===== src/rtl/pipe_pkg.sv =====
// Shared definitions for inter-stage pipeline registers: control decode type,
// per-boundary NOP payloads, stall-vector indices and an occupancy popcount.
package pipe_pkg;

  localparam int MAX_DEPTH = 4;

  typedef enum logic [1:0] {
    PIPE_ADV   = 2'd0,
    PIPE_BUB   = 2'd1,
    PIPE_HOLD  = 2'd2,
    PIPE_FLUSH = 2'd3
  } pipe_ctl_e;

  // Payload widths and empty-slot payloads per stage boundary.
  localparam int IFID_W  = 32 * 2;
  localparam int IDEX_W  = 32 * 3 + 16;
  localparam int EXMEM_W = 32 * 2 + 8;
  localparam int MEMWB_W = 32 + 8;

  localparam logic [IFID_W-1:0]  NOP_IFID  = '0;
  localparam logic [IDEX_W-1:0]  NOP_IDEX  = '0;
  localparam logic [EXMEM_W-1:0] NOP_EXMEM = '0;
  localparam logic [MEMWB_W-1:0] NOP_MEMWB = '0;

  // Bit positions in the core-wide stall vector.
  localparam int STALL_PC  = 0;
  localparam int STALL_IF  = 1;
  localparam int STALL_ID  = 2;
  localparam int STALL_EX  = 3;
  localparam int STALL_MEM = 4;
  localparam int STALL_WB  = 5;
  localparam int STALL_W   = 6;

  function automatic logic [2:0] popcount(input logic [MAX_DEPTH-1:0] v);
    logic [2:0] n;
    n = '0;
    for (int i = 0; i < MAX_DEPTH; i++) n = n + {2'b00, v[i]};
    return n;
  endfunction

endpackage


===== src/rtl/pipe_stage_reg_if.sv =====
// Stall/flush control plus upstream and downstream payload bus of one stage register.
interface pipe_stage_reg_if #(
  parameter int DATA_W = 32 * 3 + 16,
  parameter int DEPTH  = 1,
  parameter int CNT_W  = 16
);
  localparam int OCC_W = $clog2(DEPTH + 1);

  logic              stall_up;
  logic              stall_dn;
  logic              flush;
  logic              in_valid;
  logic [DATA_W-1:0] in_data;
  logic              out_valid;
  logic [DATA_W-1:0] out_data;
  logic [OCC_W-1:0]  occupancy;
  logic [CNT_W-1:0]  bubble_cnt;

  modport master (
    output stall_up, stall_dn, flush, in_valid, in_data,
    input  out_valid, out_data, occupancy, bubble_cnt
  );

  modport slave (
    input  stall_up, stall_dn, flush, in_valid, in_data,
    output out_valid, out_data, occupancy, bubble_cnt
  );
endinterface


===== src/rtl/pipe_stage_reg_ctl_dec.sv =====
// Collapses reset, flush and the two stall inputs into one per-cycle action.
module pipe_ctl_dec
  import pipe_pkg::*;
(
  input  logic      rst,
  input  logic      flush,
  input  logic      stall_up,
  input  logic      stall_dn,
  output pipe_ctl_e ctl
);
  always_comb begin
    ctl = PIPE_ADV;
    if (rst || flush) ctl = PIPE_FLUSH;
    else if (stall_dn) ctl = PIPE_HOLD;
    else if (stall_up) ctl = PIPE_BUB;
  end
endmodule


===== src/rtl/pipe_stage_reg.sv =====
// Parametrised retiming register between two pipeline stages with hold,
// bubble insertion, flush, occupancy and a saturating bubble counter.
module pipe_stage_reg
  import pipe_pkg::*;
#(
  parameter int                DATA_W    = 32 * 3 + 16,
  parameter int                DEPTH     = 1,
  parameter logic [DATA_W-1:0] NOP_VALUE = '0,
  parameter int                CNT_W     = 16
) (
  input logic              clk,
  input logic              rst,
  pipe_stage_reg_if.slave  bus
);
  localparam int OCC_W = $clog2(DEPTH + 1);

  if (DEPTH < 1 || DEPTH > MAX_DEPTH) begin : g_bad_depth
    $error("pipe_stage_reg: DEPTH=%0d outside 1..%0d", DEPTH, MAX_DEPTH);
  end
  if (DATA_W < 1) begin : g_bad_width
    $error("pipe_stage_reg: DATA_W=%0d must be >= 1", DATA_W);
  end

  pipe_ctl_e ctl;

  pipe_ctl_dec u_dec (
    .rst      (rst),
    .flush    (bus.flush),
    .stall_up (bus.stall_up),
    .stall_dn (bus.stall_dn),
    .ctl      (ctl)
  );

  logic [DEPTH-1:0]  vld_vec;
  logic [DATA_W-1:0] data_vec [DEPTH];

  for (genvar k = 0; k < DEPTH; k++) begin : g_slot
    logic              vld_q, vld_d, src_vld;
    logic [DATA_W-1:0] data_q, data_d, src_data;

    if (k == 0) begin : g_head
      // A bubble and an invalid input both load an empty slot.
      assign src_vld  = (ctl == PIPE_ADV) && bus.in_valid;
      assign src_data = src_vld ? bus.in_data : NOP_VALUE;
    end else begin : g_tail
      assign src_vld  = vld_vec[k-1];
      assign src_data = data_vec[k-1];
    end

    always_comb begin
      vld_d  = vld_q;
      data_d = data_q;
      case (ctl)
        PIPE_FLUSH: begin
          vld_d  = 1'b0;
          data_d = NOP_VALUE;
        end
        PIPE_ADV, PIPE_BUB: begin
          vld_d  = src_vld;
          data_d = src_data;
        end
        default: ;
      endcase
    end

    always_ff @(posedge clk) begin
      vld_q  <= vld_d;
      data_q <= data_d;
    end

    assign vld_vec[k]  = vld_q;
    assign data_vec[k] = data_q;
  end

  logic [CNT_W-1:0] bubble_cnt_q, bubble_cnt_d;

  always_comb begin
    bubble_cnt_d = bubble_cnt_q;
    if (rst) bubble_cnt_d = '0;
    else if (ctl == PIPE_BUB && !(&bubble_cnt_q)) bubble_cnt_d = bubble_cnt_q + CNT_W'(1);
  end

  always_ff @(posedge clk) bubble_cnt_q <= bubble_cnt_d;

  logic [MAX_DEPTH-1:0] vld_ext;

  always_comb begin
    vld_ext = '0;
    vld_ext[DEPTH-1:0] = vld_vec;
  end

  assign bus.out_valid  = vld_vec[DEPTH-1];
  assign bus.out_data   = data_vec[DEPTH-1];
  assign bus.occupancy  = OCC_W'(popcount(vld_ext));
  assign bus.bubble_cnt = bubble_cnt_q;

endmodule


===== src/flat_wrapper.sv =====
// flat-port wrapper written by rule: the top's interface ports become plain ports
module pipe_stage_reg_flat import pipe_pkg::*;
#(
  parameter int                DATA_W    = 32 * 3 + 16,
  parameter int                DEPTH     = 1,
  parameter logic [DATA_W-1:0] NOP_VALUE = '0,
  parameter int                CNT_W     = 16
)
  (clk, rst, bus_stall_up, bus_stall_dn, bus_flush, bus_in_valid, bus_in_data, bus_out_valid, bus_out_data, bus_occupancy, bus_bubble_cnt);
  pipe_stage_reg_if #(.DATA_W(DATA_W), .DEPTH(DEPTH), .CNT_W(CNT_W)) bus_i ();
  input logic clk;
  input logic rst;
  input wire logic [$bits(bus_i.stall_up)-1:0] bus_stall_up;
  input wire logic [$bits(bus_i.stall_dn)-1:0] bus_stall_dn;
  input wire logic [$bits(bus_i.flush)-1:0] bus_flush;
  input wire logic [$bits(bus_i.in_valid)-1:0] bus_in_valid;
  input wire logic [$bits(bus_i.in_data)-1:0] bus_in_data;
  output wire logic [$bits(bus_i.out_valid)-1:0] bus_out_valid;
  output wire logic [$bits(bus_i.out_data)-1:0] bus_out_data;
  output wire logic [$bits(bus_i.occupancy)-1:0] bus_occupancy;
  output wire logic [$bits(bus_i.bubble_cnt)-1:0] bus_bubble_cnt;
  assign bus_i.stall_up = bus_stall_up;
  assign bus_i.stall_dn = bus_stall_dn;
  assign bus_i.flush = bus_flush;
  assign bus_i.in_valid = bus_in_valid;
  assign bus_i.in_data = bus_in_data;
  assign bus_out_valid = bus_i.out_valid;
  assign bus_out_data = bus_i.out_data;
  assign bus_occupancy = bus_i.occupancy;
  assign bus_bubble_cnt = bus_i.bubble_cnt;
  pipe_stage_reg #(.DATA_W(DATA_W), .DEPTH(DEPTH), .NOP_VALUE(NOP_VALUE), .CNT_W(CNT_W)) u_core (.clk(clk), .rst(rst), .bus(bus_i));
endmodule

===== config.mk =====
export PLATFORM = sky130hd
export DESIGN_NAME = pipe_stage_reg_flat
export DESIGN_NICKNAME = d
export VERILOG_FILES = /design/src/rtl/pipe_pkg.sv /design/src/rtl/pipe_stage_reg_if.sv /design/src/rtl/pipe_stage_reg_ctl_dec.sv /design/src/rtl/pipe_stage_reg.sv /design/src/flat_wrapper.sv
export SDC_FILE = /design/constraint.sdc
export NUM_CORES = 1
export LEC_CHECK = 0
export ABC_AREA = 1
export CORE_MARGIN = 3
export CORE_UTILIZATION = 63
export DETAILED_ROUTE_END_ITERATION = 7
export DONT_BUFFER_PORTS = 1
export PLACE_DENSITY = 0.78
export SLEW_MARGIN = 20
export SYNTH_ARGS = -nofsm -noshare
export SYNTH_HDL_FRONTEND = slang
export SYNTH_HIERARCHICAL = 1
export SYNTH_SLANG_ARGS = --single-unit

===== constraint.sdc =====
create_clock -name clk -period 5.6 [get_ports clk]
set_clock_uncertainty 0.05 [all_clocks]
set_input_delay 0.84 -clock clk [delete_from_list [all_inputs] [get_ports clk]]
set_output_delay 0.84 -clock clk [all_outputs]
set_load 0.02 [all_outputs]

Figure 1. Cell outlines without signal wires.
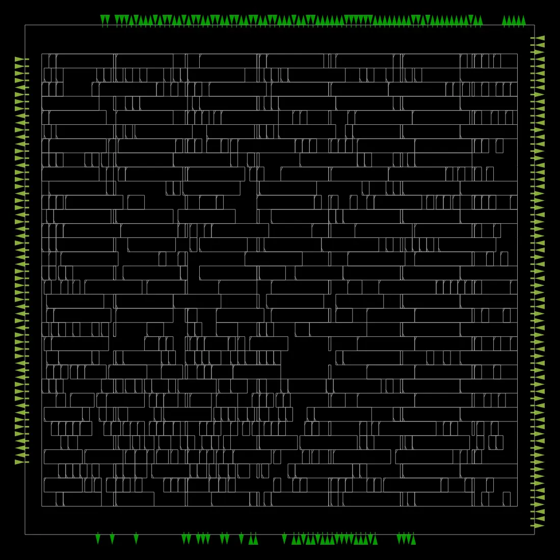
fillers: 536
Tap Count: 102
registers: 129

Figure 2. Cell sizes after repair.
Drawn at 4 px/um.
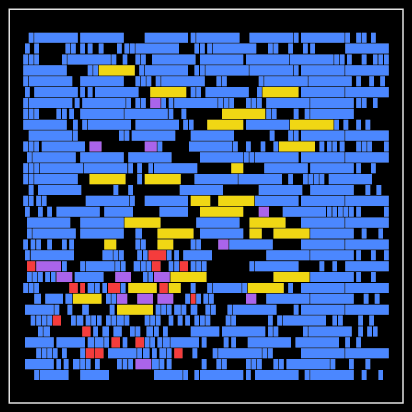
blue -> drive 1 or less  # cells 478
yellow -> drive 6 and up  # cells 27
red -> drive 2  # cells 16
purple -> drive 3 to 4  # cells 14

Figure 3. Gate families picked out.
Drawn at 4 px/um.
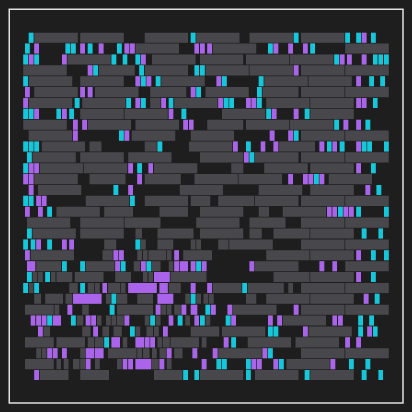
cyan -> inverters  # cells 133, most used inv_1, where all over the die
purple -> NOR gates  # cells 162, most used nor2_1, where all over the die

Figure 4. Wires at chosen ports, followed through buffers.
Drawn at 3 px/um.
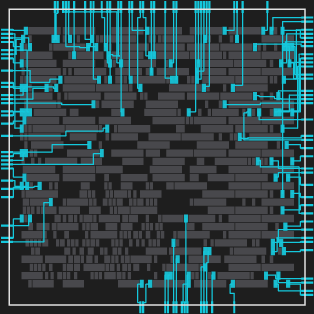
cyan -> `bus_in_data`  # bits 112, direction input, end cells 112, buffers 0, wire 1780 um

==> flow_metrics.py <==
# Flow results
metrics = {
    "floorplanning": {
        "coreArea_mm2": 0.00797,
        "io_pins": 248,
        "die-height_um": 98.0,
        "fp_util": 0.670,
        "die_x_um": 98.0,
        "die_area_mm2": 0.00961,
        "num_rows": 32,
    },
    "yosys": {
        "synthMuxAreaShare": 0,
        "ys.flops": 129,
        "synth_cell_types": 24,
        "area_leaders": "edfxtp_1 64%, nor2_1 10%, inv_1 9.2%",
        "top_logic_kind": "simple AND/OR/NAND/NOR gates",
        "async_flop_share": 0,
        "ys_sh_simple": 0.185,
        "aoi_share": 0.0105,
        "ys_cells": 516,
        "netlist_area_mm2": 0.00534,
        "syn_inst": 516,
        "dominantRegCellSynth": "edfxtp_1",
        "ys_sh_adder": 0.00234,
        "yosysMostFrequentCell": "nor2_1",
        "netlist.area_leader.share": 0.636,
        "top_cells_by_count": "148 x nor2_1, 131 x inv_1, 113 x edfxtp_1",
        "ys_seq_share": 0.696,
        "synth-xor-area-share": 0,
        "synth-edff-count": 113,
        "top_area_cell": "edfxtp_1",
        "syn-num-nets": 635,
        "synth_warnings": 6,
        "ys_area_mm2": 0.00534,
        "syn_avg_cell_area_um2": 10.3,
    },
    "routing": {
        "dr.pass1.iters": 5,
        "drt_iter0_drc": 184,
        "dr_total_vias": 3285,
        "drcViolationCount": 0,
        "drt.antenna.violating_nets": 0,
        "via_per_inst": 5.16,
        "drt-wirelength-per-cell_um": 18.6,
        "wirelength_mm": 11.9,
    },
    "clock_network": {
        "cts_htree_levels": 4,
        "path_clk_slew_ns": 0.06,
        "cts_resized": 0,
        "clkLatencyLatePin_ns": 0.50,
        "cts_tree": "built",
        "cts_made_buffers": 17,
        "cts_buffer_depth": 2,
        "cts.sinks": 129,
        "postCtsSetupRepairBufs": 0,
        "hold_buffers": 0,
        "cts_root_buffer": "clkbuf_8",
    },
    "final_timing": {
        "slew_violations": 0,
        "setup_violations": 0,
        "fmax_mhz": 432,
        "min_period_ns": 2.31,
        "layout_setup_ws_ns": 3.29,
        "slew_headroom": 0.361,
        "fin_crit_sh": 0.413,
        "timing_hold_violations_final": 0,
        "rsz0062_at_grt": "no",
        "worstMarginPinSlew_ns": 0.958,
        "fin_tns_setup_ns": 0,
    },
    "global_route": {
        "grt_pass1_vias": 3264,
        "overflow": 0,
        "grt_usage": 0.248,
        "grt_max_degree": 78,
        "grt_pass1_wl_mm": 18.1,
        "antenna_found_initial": 0,
    },
    "pwr": {
        "finalPower_mw": 2.32,
        "sequentialPowerShare": 0.509,
        "swShare": 0.229,
        "pwr_density_cell_mw_per_mm2": 385,
        "clkPwrFrac": 0.470,
        "p_int_mw": 1.79,
        "power.switching_mw": 0.531,
        "p_leak_nw": 2.92,
        "ir_drop_mv": 0.241,
        "pwr-share-comb": 0.021,
    },
    "cells_and_area": {
        "diodes": 0,
        "drive_gt1_frac": 0.107,
        "syn2layout_area_growth_pct": 12.9,
        "finalNonFillerCells": 637,
        "nets": 642,
    },
    "place": {
        "port_buffers": 0,
        "dp.cells": 606,
        "dp_hpwl_mm": 8.54,
        "dp_slack_ns": 2.79,
        "gp_congestion": 0.821,
    },
    "job": {
        "max_cap_violations": 0,
        "tool_warnings": 26,
    },
    "setup_path": {
        "crit_arrival_ns": 2.40,
        "cp.required_ns": 5.69,
        "crit_fanout": 76,
        "r2r_cells": 6,
        "crit_path_end_kind": "register",
        "cp-start-kind": "input port",
        "rrSetupSlack_ns": 3.85,
        "critical_path_class": "in -> reg",
        "worstReg2RegEnd": "u_core/bus.bubble_cnt[13]",
        "r2r-start": "u_core/bus.bubble_cnt[0]",
    },
    "worst_hold_path": {
        "hp-start": "rst",
        "holdPathEnd": "u_core/bus.bubble_cnt[11]",
        "holdCritPathClass": "in -> reg",
        "holdPathStages": 1,
    },
    "status": {
        "status": "finished clean",
    },
}
==> kinds of logic (layout without fill, tap and decap cells) <==
group | count (synthesis) | in the layout
flops | 129 | 129
fa+ha+maj | 1 | 1
compound gates | 10 | 10
buf+inv | 147 | 166
simple gates | 229 | 229
==> metrics by stage <==
stage,hold WS [ns],util,cell area (um^2)
2_1_floorplan,0.528,-,5340
3_3_place_gp,0.558,0.682,5430
3_5_place_dp,0.563,0.682,5430
4_1_cts,0.328,0.756,6030
5_1_grt,0.319,0.756,6030
6_report,0.353,0.756,6030
==> worst max-delay path: stages <==
cell	delay, ns
inv_1	0.05
nand2_1	0.05
nand2_1	0.06
inv_1	0.09
nand2_4	0.69
buf_4	0.56
==> cell type report <==
cell class                      count  area [um^2]
Clock buffer                       17          414
Clock inverter                     14          180
Fill cell                         536         1940
Inverter                          133          499
Multi-Input combinational cell    240         1080
Sequential cell                   129         3710
Tap cell                          102          128
Timing Repair Buffer                2         15.0
==> cell usage in the layout, fill, tap and decap left out, types with 2 or more instances in the layout <==
cell          n
dfxtp_1      16
nand2_1      46
clkbuf_16    16
inv_6         4
nand2_2       4
bufinv_16     3
nor2_4        3
inv_1       131
clkinv_4      2
nor2_8        2
nand2_4       3
buf_4         2
o21ai_0       3
nor2_2        8
nand3_1      10
a21oi_1       5
edfxtp_1    113
nor2_1      148
inv_2         2
clkinvlp_4    3
==> worst max path at each step <==
stage,startpoint,end,slack (ns),cells after the start
2_1_floorplan,bus_stall_dn,u_core/bus.out_data[0],1.63,5
3_3_place_gp,bus_stall_dn,u_core/bus.out_data[62],2.84,6
3_5_place_dp,bus_stall_dn,u_core/bus.out_data[68],2.79,6
4_1_cts,bus_stall_dn,u_core/bus.out_data[67],3.32,6
5_1_grt,bus_stall_dn,u_core/bus.out_data[24],3.17,6
6_report,bus_stall_dn,u_core/bus.out_data[67],3.29,6
==> power by group through the flow <==
stage / sequential, mW / combinational (mW) / clock, mW
3_5_place_dp: 1.20 / 0.0472 / 0
4_1_cts: 1.18 / 0.0478 / 1.11
6_report: 1.18 / 0.0477 / 1.09
2_1_floorplan: 1.19 / 0.0369 / 0
3_3_place_gp: 1.20 / 0.0450 / 0
5_1_grt: 1.19 / 0.0554 / 1.16
==> layer usage <==
metal / vias up / global-route usage / share of wire
met5: - / 0 / 0
met4: 0 / 0.0884 / 0.025
met3: 19 / 0.116 / 0.11
met2: 188 / 0.423 / 0.53
met1: 1499 / 0.274 / 0.34
li1: 1579 / - / -
==> flip-flops by register name, indices dropped and copies added (netlist names) <==
register               cells
u_core/bus.out_data      112
u_core/bus.bubble_cnt     16
u_core/bus.out_valid       1
Power is estimated from default activity; no workload was simulated.
